**config.mk**
```make
export PLATFORM = sky130hd
export DESIGN_NAME = cpu_sequencer_fsm
export DESIGN_NICKNAME = d
export VERILOG_FILES = /design/src/rtl/cpu_sequencer_fsm.sv
export SDC_FILE = /design/constraint.sdc
export NUM_CORES = 1
export LEC_CHECK = 0
export ABC_AREA = 0
export CORE_UTILIZATION = 39
export CTS_CLUSTER_SIZE = 25
export DETAILED_ROUTE_END_ITERATION = 8
export PLACE_DENSITY_LB_ADDON = 0.12
export SLEW_MARGIN = 30
export SYNTH_ARGS = -nofsm -noshare
export SYNTH_HDL_FRONTEND = slang
export SYNTH_SLANG_ARGS = --single-unit
```
**constraint.sdc**
```tcl
create_clock -name Clk -period 1.71 [get_ports Clk]
set_input_delay 0.342 -clock Clk [delete_from_list [all_inputs] [get_ports Clk]]
set_output_delay 0.342 -clock Clk [all_outputs]
set_load 0.05 [all_outputs]
```
**src/rtl/cpu_sequencer_fsm.sv**
```systemverilog
// Fetch/decode/execute sequencer for the accumulator CPU datapath.
// Optional STEP_MODE_EN: adds the Step port and a PAUSE state after each non-halting EXEC.
module cpu_sequencer_fsm #(
  parameter int unsigned RETIRE_W = 16
) (
  input  logic                Clk,
  input  logic                CLB,
  input  logic [3:0]          Opcode,
  input  logic                Z,
  input  logic                C,
  input  logic                MemReady,
`ifdef STEP_MODE_EN
  input  logic                Step,
`endif
  output logic                MemRead,
  output logic                LoadIR,
  output logic                IncPC,
  output logic                SelPC,
  output logic                LoadPC,
  output logic                LoadReg,
  output logic                LoadAcc,
  output logic [1:0]          SelAcc,
  output logic [3:0]          SelALU,
  output logic [2:0]          State,
  output logic                Halted,
  output logic                IllegalOp,
  output logic [RETIRE_W-1:0] RetireCnt
);

  typedef enum logic [2:0] {
    FETCH  = 3'b000,
    DECODE = 3'b001,
    EXEC   = 3'b010,
    HALTED = 3'b011,
    PAUSE  = 3'b100
  } state_t;

  localparam logic [RETIRE_W-1:0] CNT_ONE = {{(RETIRE_W-1){1'b0}}, 1'b1};

`ifdef STEP_MODE_EN
  localparam state_t AFTER_EXEC = PAUSE;
`else
  localparam state_t AFTER_EXEC = FETCH;
`endif

  state_t state, next;
  logic   retire;
  logic   illegal_hit;

  always_ff @(posedge Clk or negedge CLB) begin
    if (!CLB) state <= FETCH;
    else      state <= next;
  end

  always_ff @(posedge Clk or negedge CLB) begin
    if (!CLB)                           RetireCnt <= '0;
    else if (retire && RetireCnt != '1) RetireCnt <= RetireCnt + CNT_ONE;
  end

  always_ff @(posedge Clk or negedge CLB) begin
    if (!CLB)            IllegalOp <= 1'b0;
    else if (illegal_hit) IllegalOp <= 1'b1;
  end

  always_comb begin
    next        = state;
    MemRead     = 1'b0;
    LoadIR      = 1'b0;
    IncPC       = 1'b0;
    SelPC       = 1'b0;
    LoadPC      = 1'b0;
    LoadReg     = 1'b0;
    LoadAcc     = 1'b0;
    SelAcc      = '0;
    SelALU      = '0;
    Halted      = 1'b0;
    retire      = 1'b0;
    illegal_hit = 1'b0;
    case (state)
      FETCH: begin
        MemRead = 1'b1;
        if (MemReady) next = DECODE;
      end
      DECODE: begin
        LoadIR = 1'b1;
        next   = EXEC;
      end
      EXEC: begin
        SelALU = Opcode;
        next   = AFTER_EXEC;
        retire = 1'b1;
        case (Opcode)
          4'b0001, 4'b0010, 4'b0011, 4'b1011, 4'b1100: begin
            LoadAcc = 1'b1;
            SelAcc  = 2'b11;
            IncPC   = 1'b1;
          end
          4'b0100: begin
            LoadAcc = 1'b1;
            SelAcc  = 2'b01;
            IncPC   = 1'b1;
          end
          4'b0101: begin
            LoadReg = 1'b1;
            IncPC   = 1'b1;
          end
          4'b1101: begin
            LoadAcc = 1'b1;
            IncPC   = 1'b1;
          end
          4'b0000: IncPC = 1'b1;
          // Opcode[0] picks IMM for JMPZ, Opcode[1] picks IMM for JMPC
          4'b0110, 4'b0111: begin
            LoadPC = Z;
            IncPC  = ~Z;
            SelPC  = Z & Opcode[0];
          end
          4'b1000, 4'b1010: begin
            LoadPC = C;
            IncPC  = ~C;
            SelPC  = C & Opcode[1];
          end
          4'b1111: begin
            retire = 1'b0;
            next   = HALTED;
          end
          default: begin
            retire      = 1'b0;
            illegal_hit = 1'b1;
            next        = HALTED;
          end
        endcase
      end
      HALTED: Halted = 1'b1;
`ifdef STEP_MODE_EN
      PAUSE: if (Step) next = FETCH;
`endif
      default: next = FETCH;
    endcase
    // The state register already sits in FETCH during reset; mask FETCH's MemRead too.
    if (!CLB) begin
      MemRead     = 1'b0;
      LoadIR      = 1'b0;
      IncPC       = 1'b0;
      SelPC       = 1'b0;
      LoadPC      = 1'b0;
      LoadReg     = 1'b0;
      LoadAcc     = 1'b0;
      SelAcc      = '0;
      SelALU      = '0;
      Halted      = 1'b0;
      retire      = 1'b0;
      illegal_hit = 1'b0;
    end
  end

  assign State = state;

endmodule

```
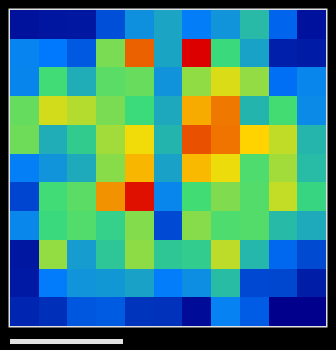
Run 1: signal metal coverage by tile
The bar under the picture is 20 µm long. The die is cut into 11 by 11 equal tiles; dark blue is low, red is high, scaled to the fullest tile. Values are wire area over tile area, all layers added.
- densest ninth of the die: centre
- mean over tiles: 0.21
- tiles over half the peak: 37%
via count: 1291
GRT Resource Usage Total: 27.0%
final WL: 4150 µm

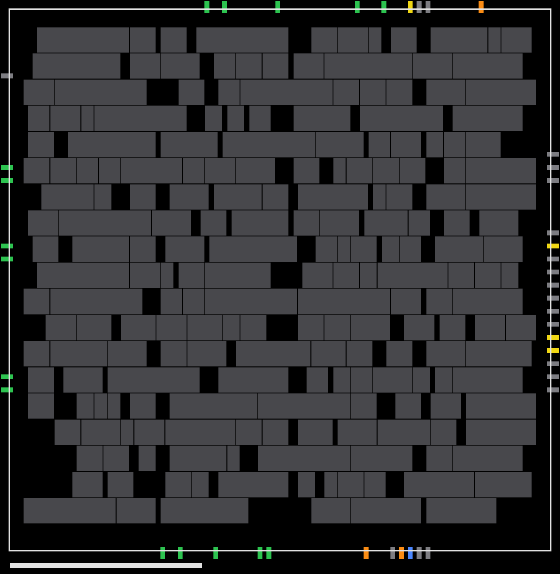
Run 1: ports around the boundary
The bar under the picture is 20 µm long. Pins as bars across the die edge, other pins in grey.
- green: RetireCnt (pins 16; direction output; edge 6 west, 5 south, 5 north)
- yellow: SelALU (pins 4; direction output; edge 3 east, 1 north)
- blue: MemRead (pins 1; direction output; edge south)
- orange: State (pins 3; direction output; edge 2 south, 1 north)
die width: 56.2 µm
Die H: 56.2 µm
IO buf count: 41

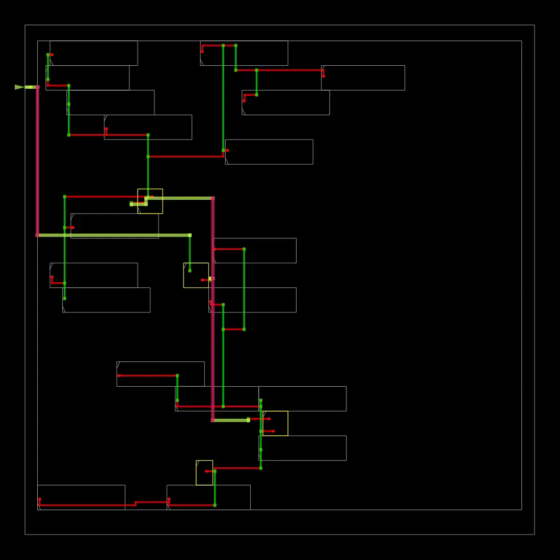
Run 1: clock routing
Clock Sinks: 19
Clk. pwr: 244 µW

run 1: registers in the layout (all words and copies together) (netlist names):
name / flops
IllegalOp: 1
State: 2
RetireCnt: 16
run 1: worst paths after layout:
kind,end
worst min register to register,IllegalOp
worst min-delay path,State[1]
min in group Clk,IllegalOp
worst max-delay path,SelPC
worst max register to register,RetireCnt[15]
max in group asynchronous,RetireCnt[7]
run 1: routing by layer:
layer,vias to the layer above,global-route usage [%],share of wire [%]
met5,-,0,0
met4,0,15.7,3.8
met3,15,3.72,2.9
met2,42,48.8,55
met1,641,30.0,38
li1,593,-,-
run 1: through the flow:
step	total power [µW]	area [µm²]	hold WS, ps
floorplan	1450	1260	46.4
global placement	2020	2080	443
detailed placement	2050	2080	449
CTS	2420	2280	126
global route	2630	2390	118
finish	2520	2390	124
run 1: cell usage after synthesis (2+ instances only):
cell and instances:
nor2b_1 2, nand2_1 8, nor3_1 6, mux2_2 2, nand2b_1 3, and3_1 3
a31oi_1 3, xnor2_1 3, nor2_1 10, and2_1 5, dfrtp_1 19, xor2_1 10
nand3_1 10, nand4_1 2, inv_1 5, a21oi_1 7
run 1: worst reg2reg max path, delay by kind of cell (launching register included):
kind | cells | cell delay [ps]
AND/OR/NAND/NOR | 3 | 1010
flip-flops | 1 | 420
XOR/XNOR | 1 | 170
buffers and inverters | 1 | 130
AND-OR/OR-AND | 1 | 100
run 1: final cells by class:
class	instances	area [µm²]	share of cell area, %
clock buffers	3	22.5	0.941
clock inverters	1	5.00	0.209
inverters	5	21.3	0.889
multi-input cells	95	930	38.9
flip-flops and latches	19	493	20.6
well taps	31	38.8	1.62
repair buffers	83	882	36.9
run 1: where the power goes:
| group | switching, µW | internal [µW] |
|---|---|---|
| logic | 936 | 700 |
| clock network | 156 | 87.7 |
| registers | 90.7 | 548 |
| total | 1180 | 1340 |
==> reports/metrics.cfg, run 1 <==
[run_status]
run_status = finished with violations
violations = setup timing

[global_route]
gr-total-overflow = 0
grt_pass1_wl_um = 6580
antenna_found_initial = 0

[worst_setup_path]
cp_num_cells = 5
r2r-start = State[0]
crit_path_start_kind = flip-flop
slowest_delay_ps = 420
path_delay_family = flip-flops
crit_start = State[0]
worst_ep_arrival_time_ps = 1580
r2r_slack_ps = -190
crit_type = flip-flop to output port
cp_max_fo = 3
required_ps = 1370

[route]
drt_iter0_drc = 33
vias_per_cell = 5.45
drtPass1Iterations = 5
wire_per_inst_um = 17.5
route.detailed.drc = 0

[die]
initial_core_util_pct = 41.5
core_region_area_mm2 = 0.00276
io_pins = 43

[final_layout]
area_growth_syn_to_layout_pct = 109
instances_no_fill = 237
final_cell_mix = buf_4 (51), buf_12 (17), dfrtp_2 (14), xor2_1 (9), nand3_1 (8)
layout.nets = 217
layout_top_cell = buf_4
fillers = 139
postLayoutCoreUtil_pct = 86.8

[place]
dp_worst_setup_slack_ps = -548
dp.cells = 225

[logic_synthesis]
async_flop_share_pct = 100
ys_cells = 122
fp_nets = 132
flop_cell = dfrtp_1
ys_sh_aoi_pct = 11.5
topCombFamilyByArea = simple AND/OR/NAND/NOR gates
ys_sh_adder_pct = 1.09
netlist_top_cells_area = dfrtp_1 (42%), xor2_1 (7.7%), nand3_1 (4.4%)
yosysWarnings = 0
synth_cells = 122
synth.distinct_cells = 40
synth.ff_latch_count = 19
top_area_cell = dfrtp_1
synthXorXnorAreaFrac_pct = 9.96
simple_gate_area_share_pct = 30.5
yosys-stat-area_mm2 = 0.00114
ys_sh_mux_pct = 1.97

[clock_network]
htree_levels = 1
cts_hold_buf = 0
cts_resized = 45
path_clk_slew_ps = 110
worstSkewPairLatency_ps = 310
cts_root_buffer = clkbuf_4
cts_inserted_buffers = 3
cts_setup_buffers = 8

[timing]
fmax_mhz = 520
hold_violations = 0
fin_tns_setup_ps = -2520
finalSetupViolations = 22
finalClockSkew_ps = 3.67
setup_ws_ps = -213

[power]
power_density_mw_per_mm2 = 1050
power.leakage_uw = 0.00110

[job]
maxCapViolCount = 0

[hold_path]
min_path_type = input pin to asynchronous set/reset pin

Run 1, the metal 1 layer:
The bar under the picture is 20 µm long.
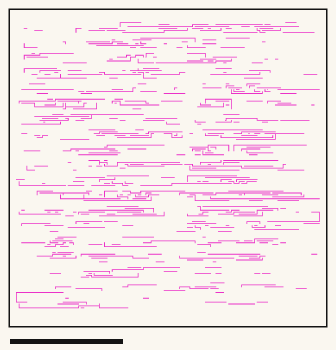

==> run 2: changes to the inputs <==
--- a/config.mk
+++ b/config.mk
@@ -6,7 +6,7 @@
 export NUM_CORES = 1
 export LEC_CHECK = 0
 export ABC_AREA = 0
-export CORE_UTILIZATION = 39
+export CORE_UTILIZATION = 32
 export CTS_CLUSTER_SIZE = 25
 export DETAILED_ROUTE_END_ITERATION = 8
 export PLACE_DENSITY_LB_ADDON = 0.12
==> constraint.sdc (replaced) <==
create_clock -name Clk -period 1.71 [get_ports Clk]
set_input_delay 0.4275 -clock Clk [delete_from_list [all_inputs] [get_ports Clk]]
set_output_delay 0.4275 -clock Clk [all_outputs]
set_load 0.05 [all_outputs]
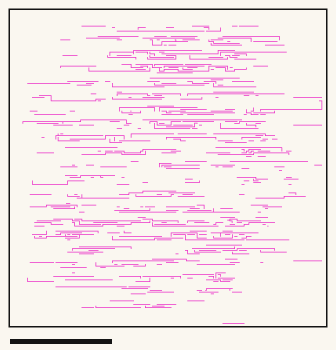
Run 2: the metal 1 layer
The bar under the picture is 20 µm long.
- nets with wire on the layer: 184
- longest straight run: 19.3 µm

==> run 2 against run 1 <==
  * The flow still finishes with violations (setup timing)
  * Clock-buffer cell count increased by 1
  * Synthesized cell count stayed put
  * Via count is 1.8% lower
  * Utilization fell by 9.6 points
  * Flip-flop count did not move
  * Total power rose by 9.4%
  * Clock skew is 1.9 ps higher
  * Critical path depth unchanged
  * Area after synthesis unchanged
  * Non-clock buffer count grew 4
  * Routed wire length is 9.2% lower
  * Critical endpoint unchanged
  * Largest power group unchanged
==> reports/metrics.cfg, run 2 <==
[final_layout]
fillers = 198  ; was 139
layout.nets = 221  ; was 217
layout_top_cell = buf_4  ; unchanged
finalInstanceArea_mm2 = 0.00262  ; was 0.00239 mm²
largest_reg_flops = 16  ; unchanged
postLayoutCoreUtil_pct = 77.2  ; was 86.8%

[die]
io_pins = 43  ; unchanged
die_height_um = 61.8  ; was 56.2 µm
initial_core_util_pct = 33.7  ; was 41.5%
core_region_area_mm2 = 0.00339  ; was 0.00276 mm²
die_width_um = 61.8  ; was 56.2 µm

[worst_setup_path]
crit_type = flip-flop to output port  ; unchanged
path_delay_family = simple AND/OR/NAND/NOR gates  ; was flip-flops
worst_ep_arrival_time_ps = 1560  ; was 1580 ps
cp_num_cells = 5  ; unchanged
r2r_slack_ps = -180  ; was -190 ps
regToRegEndpoint = RetireCnt[15]  ; unchanged
r2r-start = State[0]  ; unchanged

[run_status]
violations = setup timing  ; unchanged
run_status = finished with violations  ; unchanged

[logic_synthesis]
synth.distinct_cells = 40  ; unchanged
fp_nets = 132  ; unchanged
async_flop_share_pct = 100  ; unchanged
synth.ff_latch_count = 19  ; unchanged
ys_cells = 122  ; unchanged
common_cells = dfrtp_1 (19), nand3_1 (10), nor2_1 (10), xor2_1 (10), nand2_1 (8)  ; unchanged

[clock_network]
cts_root_buffer = clkbuf_4  ; unchanged
path_clk_slew_ps = 110  ; about the same
worstSkewPairLatency_ps = 300  ; was 310 ps
cts_hold_buf = 0  ; unchanged
cts_inserted_buffers = 3  ; unchanged

[place]
portBuffers = 41  ; unchanged
placed_cell_area_mm2 = 0.00239  ; was 0.00208 mm²
dp_worst_setup_slack_ps = -594  ; was -548 ps

[global_route]
grt_pass1_wl_um = 5970  ; was 6580 µm
grt_use_total_pct = 21.1  ; was 27.0%
grt_util_met2_pct = 35.5  ; was 48.8%
grt_use_met3_pct = 4.35  ; was 3.72%
grtUsageMet1_pct = 29.5  ; was 30.0%

[power]
power_density_mw_per_mm2 = 1050  ; about the same
p_int_uw = 1560  ; was 1340 µW
p_sw_share_pct = 43.6  ; was 47.0%
power.leakage_uw = 0.00118  ; was 0.00110 µW
pwr-share-clk_pct = 8.3  ; was 9.7%
p_switching_uw = 1200  ; was 1180 µW

[route]
vias_per_cell = 4.95  ; was 5.45
wire_per_inst_um = 14.7  ; was 17.5 µm
routed_wl_um = 3760  ; was 4150 µm

[job]
maxCapViolCount = 0  ; unchanged

[timing]
hold_violations = 0  ; unchanged
finalClockSkew_ps = 5.62  ; was 3.67 ps
setup_ws_ps = -279  ; was -213 ps
finalSetupViolations = 21  ; was 22

## run 2: cell counts after synthesis
No cell type changed its count.
## run 2: stage by stage
| step | instances | total power, µW |
|---|---|---|
| final | 256 | 2760 |
| after global routing | 256 | 2890 |
| after CTS | 254 | 2710 |
| after detailed placement | 247 | 2390 |
| after global placement | 247 | 2340 |
| after floorplan | 122 | 1470 |
## run 2: cells by family (layout without fill, tap and decap cells)
kind of cell               Yosys count  in the layout  share of synthesized area (%)
xor gates and xnor gates            13             13                           9.96
buffers and inverters                8             96                           3.06
AOI/OAI and AO/OA                   19             19                           11.5
DFF                                 19             19                           41.6
adders and majority gates            1              1                           1.09
other                                1              1                          0.328
and+or+nand+nor                     59             59                           30.5
muxes                                2              2                           1.97
## run 2: metal layers
metal  wire [µm]  part of all wire, %
met2        1930                   51
met3         137                  3.6
met5           0                    0
met1        1690                   45
met4           8                 0.21
## run 2: repair_timing
action / CTS / global route
pin swaps: 20 / 5
endpoints found under the setup margin: 30 / 25
buffers inserted: 3 / 2
gates resized: 46 / 16
## run 2: layout make-up
| class | instances | share of cell area, % |
|---|---|---|
| Tap cell | 46 | 2.20 |
| Timing Repair Buffer | 87 | 41.6 |
| Sequential cell | 19 | 18.9 |
| Inverter | 5 | 0.909 |
| Clock buffer | 4 | 1.00 |
| Multi-Input combinational cell | 95 | 35.5 |
## run 2: worst register-to-register path, cell delays in order (launching register included)
cell and delay, ps:
dfrtp_2 410, and3b_2 270, buf_4 130, o311ai_4 90, or4b_4 590, nor3_4 140
xor2_1 190
## run 2: power groups by stage
stage,Clock (µW),Sequential (µW),Combinational (µW)
floorplan,0,978,495
global placement,0,618,1720
detailed placement,0,627,1760
CTS,236,618,1860
global route,257,643,1990
finish,230,630,1900
No activity file was given, so power comes from the tool's default toggle rates.
